`src/rtl/kamacore_pkg.sv`:
```
// kamacore shared package: datapath widths, opcodes,
// fetch FSM states and the fetch-to-decode bundle.
package kamacore_pkg;

  localparam int CPU_WIDTH  = 32;
  localparam int ADDR_WIDTH = 10;
  localparam int RAM_SIZE   = 1 << ADDR_WIDTH;

  localparam logic [6:0] OP_LUI    = 7'b0110111;
  localparam logic [6:0] OP_AUIPC  = 7'b0010111;
  localparam logic [6:0] OP_JAL    = 7'b1101111;
  localparam logic [6:0] OP_JALR   = 7'b1100111;
  localparam logic [6:0] OP_BRANCH = 7'b1100011;
  localparam logic [6:0] OP_LOAD   = 7'b0000011;
  localparam logic [6:0] OP_STORE  = 7'b0100011;
  localparam logic [6:0] OP_IMM    = 7'b0010011;
  localparam logic [6:0] OP_REG    = 7'b0110011;

  typedef enum logic {
    FETCH_RUN,
    FETCH_FAULT
  } fetch_state_t;

  typedef struct packed {
    logic                 valid;
    logic [CPU_WIDTH-1:0] instr;
    logic [CPU_WIDTH-1:0] pc;
  } if_id_t;

endpackage

```
`src/rtl/kamacore_fetch_pc.sv`:
```
// kamacore fetch program counter: redirect beats load.
// Ports: clk, rst_n, load, redirect, target -> pc.
module kamacore_fetch_pc
  import kamacore_pkg::*;
#(
  parameter logic [CPU_WIDTH-1:0] RESET_PC = '0
) (
  input  logic                 clk,
  input  logic                 rst_n,
  input  logic                 load,
  input  logic                 redirect,
  input  logic [CPU_WIDTH-1:0] target,
  output logic [CPU_WIDTH-1:0] pc
);

  always_ff @(posedge clk or negedge rst_n) begin
    if (!rst_n) begin
      pc <= RESET_PC;
    end else if (redirect) begin
      pc <= target;
    end else if (load) begin
      pc <= pc + CPU_WIDTH'(4);
    end
  end

endmodule

```
`src/rtl/kamacore_fetch.sv`:
```
// kamacore fetch stage: pc, imem read, valid/ready output reg.
// Ports: clk, rst_n, imem_addr/imem_data, redirect_valid/pc,
// out_valid/ready/instr/pc, out_fault.
// Macro KAMACORE_FETCH_MISALIGN_EN enables misaligned-redirect fault.
module kamacore_fetch
  import kamacore_pkg::*;
#(
  parameter int                   MEM_ADDR_WIDTH = ADDR_WIDTH,
  parameter logic [CPU_WIDTH-1:0] RESET_PC       = '0
) (
  input  logic                      clk,
  input  logic                      rst_n,
  output logic [MEM_ADDR_WIDTH-1:0] imem_addr,
  input  logic [CPU_WIDTH-1:0]      imem_data,
  input  logic                      redirect_valid,
  input  logic [CPU_WIDTH-1:0]      redirect_pc,
  output logic                      out_valid,
  input  logic                      out_ready,
  output logic [CPU_WIDTH-1:0]      out_instr,
  output logic [CPU_WIDTH-1:0]      out_pc,
  output logic                      out_fault
);

  fetch_state_t         state;
  if_id_t               q;
  logic [CPU_WIDTH-1:0] pc;
  logic                 load;
  logic                 bad;
  logic                 fault_q;

  assign load = (state == FETCH_RUN) &&
                (!q.valid || out_ready);

`ifdef KAMACORE_FETCH_MISALIGN_EN
  assign bad = |redirect_pc[1:0];
`else
  assign bad = 1'b0;
`endif

  kamacore_fetch_pc #(
    .RESET_PC(RESET_PC)
  ) u_pc (
    .clk     (clk),
    .rst_n   (rst_n),
    .load    (load),
    .redirect(redirect_valid),
    .target  (redirect_pc),
    .pc      (pc)
  );

  // Byte offset bits never reach memory.
  assign imem_addr = pc[MEM_ADDR_WIDTH+1:2];

  always_ff @(posedge clk or negedge rst_n) begin
    if (!rst_n) begin
      state   <= FETCH_RUN;
      fault_q <= 1'b0;
      q       <= '0;
    end else if (redirect_valid) begin
      // Squash whatever is held, even if accepted now.
      q.valid <= 1'b0;
      state   <= bad ? FETCH_FAULT : FETCH_RUN;
      fault_q <= bad;
    end else if (load) begin
      q.valid <= 1'b1;
      q.instr <= imem_data;
      q.pc    <= pc;
    end else if (q.valid && out_ready) begin
      q.valid <= 1'b0;
    end
  end

  assign out_valid = q.valid;
  assign out_instr = q.instr;
  assign out_pc    = q.pc;
  assign out_fault = fault_q;

endmodule

```
`config.mk`:
```
export PLATFORM = sky130hd
export DESIGN_NAME = kamacore_fetch
export DESIGN_NICKNAME = d
export VERILOG_FILES = /design/src/rtl/kamacore_pkg.sv /design/src/rtl/kamacore_fetch_pc.sv /design/src/rtl/kamacore_fetch.sv
export SDC_FILE = /design/constraint.sdc
export NUM_CORES = 1
export LEC_CHECK = 0
export ABC_CLOCK_PERIOD_IN_PS = 4550
export CORE_MARGIN = 2
export CORE_UTILIZATION = 49
export DETAILED_ROUTE_END_ITERATION = 8
export HOLD_SLACK_MARGIN = 0.03
export PLACE_DENSITY = 0.95
export SYNTH_ARGS = -nofsm -noshare
export SYNTH_HDL_FRONTEND = slang
export SYNTH_SLANG_ARGS = --single-unit
export TNS_END_PERCENT = 30
```
`constraint.sdc`:
```
create_clock -name clk -period 4.55 [get_ports clk]
set_clock_uncertainty 0.05 [all_clocks]
set_input_delay 0.6825 -clock clk [delete_from_list [all_inputs] [get_ports clk]]
set_output_delay 0.6825 -clock clk [all_outputs]
set_load 0.02 [all_outputs]
```
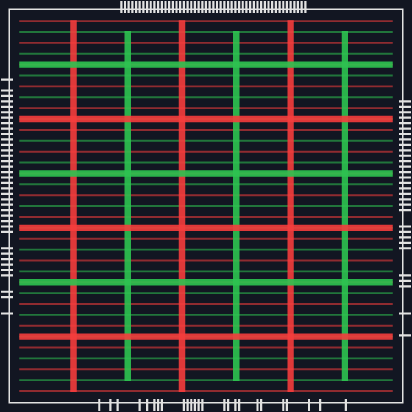
Figure 1: supply network.
Drawn at 4 px/µm. Pins as bars on the die edge.
[green] VDD
[red] VSS
met1 rails: 35
met5 straps: 6
met4 straps: 6
die height: 98.0 µm
core box area: 8640 µm²
VDD IR-drop max: 238 µV
die width: 98.0 µm

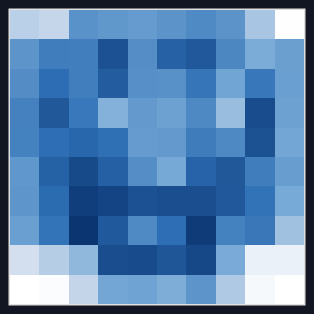
Figure 2: placement density heat map.
Drawn at 3 px/µm. The die is cut into 10 by 10 equal tiles; white is low, dark blue is high, 0 to 100% covered.
emptiest ninth of the die: bottom right
mean over tiles: 61%
nearly empty tiles: 3.0%
tiles over 75% full: 28%
final core utilization: 69.3%
floorplan core density: 50.1%

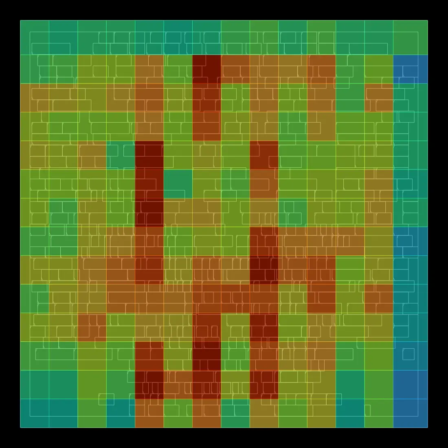
Figure 3: routing congestion.
gr busiest metal: met2
WL per Instance: 17.4 µm
GRT met1 Usage: 29.4%

==> GITHUB_STEP_SUMMARY <==
## PnR job results

| Metric | Value |
|---|---|
| Status | finished, final reports clean |
| Adders+Majority by Area | less than 1% |
| Vias/cell | between 5 and 6 |
| Logic family by area | multiplexers |
| Average size of a mapped cell | between 10 and 15 µm² |
| Slowest CP cell | or4_1 |
| YS warnings | 0 |
| Post-Syn Instances | between 300 and 400 |
| Slew Limit Fails | 0 |
| Synth area leader | dfrtp_1 |
| Clock tree buffer depth | 2 |
| Resize count post-CTS | 0 |
| First-pass GRT wire length | roughly 18,000 µm |
| EDFF count, synth | 0 |
| Pin count of the biggest net entering global routing | ~66 |
| GPL Wtd Cong | 0.811 |
| HPWL Detailed | roughly 7500 µm |
| RSZ-0062 raised after global routing | false |
| CTS Hold Bufs | 0 |
| Cell Rows | 34 |
| CTS Sinks | approximately 97 |
| Area leader share | 56.1% |
| DRT antenna net count | 0 |
| Critical Path RT | 4.77 ns |
| Synth cell types | 32 |
| Most used cell, CP | or4_1 |
| Hold Fails Final Rpt | 0 |
| Flops out of synthesis | 97 |
| Total Routing Usage GR | between 20% and 30% |
| Multi-input logic area | ~1700 µm² |
| Post-synth top cells | dfrtp_1 (97), mux2_2 (66), nand2_1 (30) |
| Max-Cap Viols | 0 |
| CP max FO | 19 |
| P&R area growth vs syn | 38.3% |
| Post CTS Setup Buffer Count | 0 |
| Tool warnings | 26 |
| Vias in the first global route | about 3,600 |
| CTS H-Tree Depth | 3 |
| I/O pin cnt | ~140 |
| Setup TNS Final | 0 ns |
| Post-synth net total | around 430 |
| Gr ovfl total | 0 |
| Cells after DPL | approximately 590 |
| Most common cell in the netlist | dfrtp_1 |
| Worst min path class | input pin to asynchronous set/reset pin |
| Area after DPL | 5770 µm² |
| Final Critical Period | about 2.7 ns |
| Static leakage | between 2 and 2.5 nW |
| Filler cell count in the final layout | 622 |
| CTS buffer count | 9 |
| Synth Cell Area | ~4300 µm² |
| Final Net Count | ~560 |
| AO/OA Area Share | ~6.9% |
| Buffers on Ports | roughly 140 |
| Ys async rst share | 100% |
| PwrDens | about 380 nW/µm² |
| Top cells, area | dfrtp_1 (56%), mux2_2 (17%), or4_1 (3.5%) |
| Peak Freq | ~0.37 GHz |
| Post-synthesis sequential area ratio | 56.1% |
| Slew HR | between 30% and 40% |
| DRC viols | 0 |
| Register area | roughly 2400 µm² |
| Clk slew on worst S/H paths | roughly 0.10 ns |
| # setup viols final | 0 |
| Tcrit/Tclk final | approximately three fifths |
| CP Class | input pin to register |
| CP Launch Type | input pin |
| CTS tree | yes |
| Ys flop type | dfrtp_1 |
| Synth Area in XOR/XNOR | 1.82% |
| CP Capture Type | register |
| Fin cells | 601 |
| Share of layout cells above drive strength 1 | ~18% |
| DR iter-0 viols | roughly 150 |
| Yosys cell count | 363 |
| Yosys chip area | about 4300 µm² |
| Root Buffer | clkbuf_8 |
| Max incr delay on CP | 0.85 ns |
| Worst slew pin tran | ~0.95 ns |
| Yosys simple share | about an eighth |
| Antenna diodes | 0 |
| Arrival time worst endpoint | a little under 3 ns |
| Initial antenna violation count | 0 |
| First-pass iteration count of the detailed router | 4 |
| Hold slack | approximately 0.34 ns |
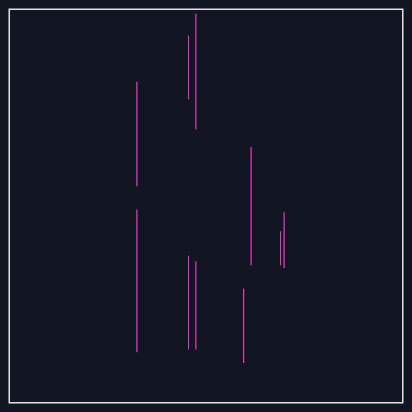
Figure 4: the metal 4 layer.
Drawn at 4 px/µm.
wire length on this layer: 220 µm
longest straight run: 35.4 µm
nets with wire on the layer: 9
share of all routed wire: 2.1%
Via Count: 3,416
Routed WL: 10,400 µm

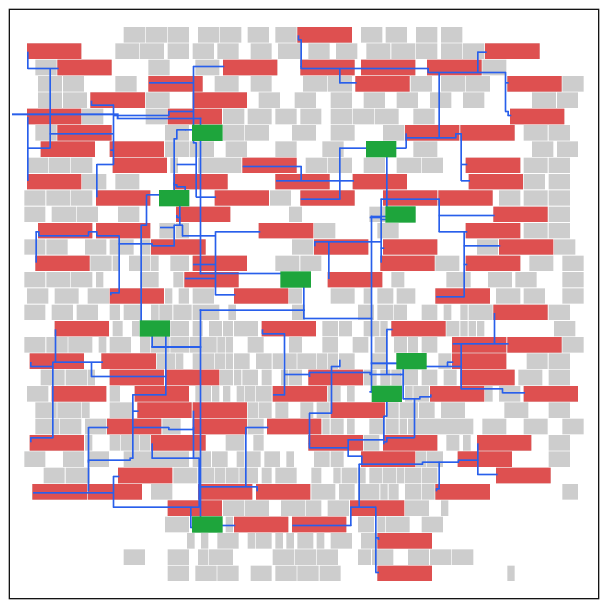
Figure 5: clock distribution.
Drawn at 6 px/µm.
[green] cells driving clock nets | count: 9
[red] flip-flops | count: 97
[blue] clock wires | length: 1,140 µm
routed clock nets: 10
flops lie: spread over the die
Clk pwr share: 27.0%
clk ins delay skew pair: 0.36 ns
clock group power: 0.619 mW

[flip-flops by register name (all words and copies together), names as in the netlist]
name / flops
out_instr: 32
out_pc: 32
out_valid: 1
u_pc.pc: 32
[layout by cell type, fill, tap and decap left out, types with 12 or more instances in the layout]
master           count
a31oi_1             13
nand2_1             30
o21ai_0             12
mux2_2              66
o31ai_1             12
clkdlybuf4s50_1    141
nand3_1             14
or4_1               20
dfrtp_1             97
nor2_1              14
[worst max-delay path, delay by kind of cell]
kind            cells  cell delay [ns]
compound gates      1             0.18
buf+inv             1             0.48
simple gates        3             1.56
[area by class of cell]
class                           instances  share of cell area [%]
Clock inverter                          6                    1.53
Tap cell                              108                    2.26
Multi-Input combinational cell        230                    28.9
Inverter                                5                   0.314
Timing Repair Buffer                  145                    24.3
Clock buffer                           10                    2.13
Sequential cell                        97                    40.6
[final timing paths]
path	from	to	slack, ns	depth (start not counted)
hold / removal	rst_n	out_pc[22]	0.34	1
hold reg to reg	u_pc.pc[0]	out_pc[0]	0.46	1
max in group asynchronous	rst_n	out_pc[16]	3.16	2
min in group clk	u_pc.pc[0]	out_pc[0]	0.46	1
setup / recovery	out_ready	u_pc.pc[29]	1.87	5
setup reg to reg	u_pc.pc[4]	u_pc.pc[29]	2.07	4
[per-stage QoR]
| stage | worst slack [ns] | power [mW] |
|---|---|---|
| global placement | 1.59 | 1.67 |
| finish | 1.87 | 2.29 |
| global route | 1.77 | 2.40 |
| detailed placement | 1.52 | 1.69 |
| floorplan | 2.38 | 1.37 |
| CTS | 1.89 | 2.31 |
[logic make-up after synthesis]
logic type,count (synthesis)
compound gates,45
xor+xnor,9
simple gates,107
mux,67
flops,97
fa+ha+maj,1
other cells,1
buf+inv,36
[report_power, final]
group | switching [mW] | internal, mW
Clock | 0.307 | 0.312
Combinational | 0.278 | 0.324
Sequential | 0.0928 | 0.977
Total | 0.678 | 1.61
[layer usage]
| layer | share of wire (%) | GRT usage (%) | up-vias | routed length, µm |
|---|---|---|---|---|
| li1 | - | - | 1566 | - |
| met1 | 41 | 29.4 | 1689 | 4330 |
| met2 | 50 | 37.2 | 137 | 5260 |
| met3 | 6.2 | 4.80 | 24 | 644 |
| met4 | 2.1 | 8.33 | 0 | 219 |
| met5 | 0 | 0 | - | 0 |
Power figures rest on the tool's default switching activity, not on a simulated workload.
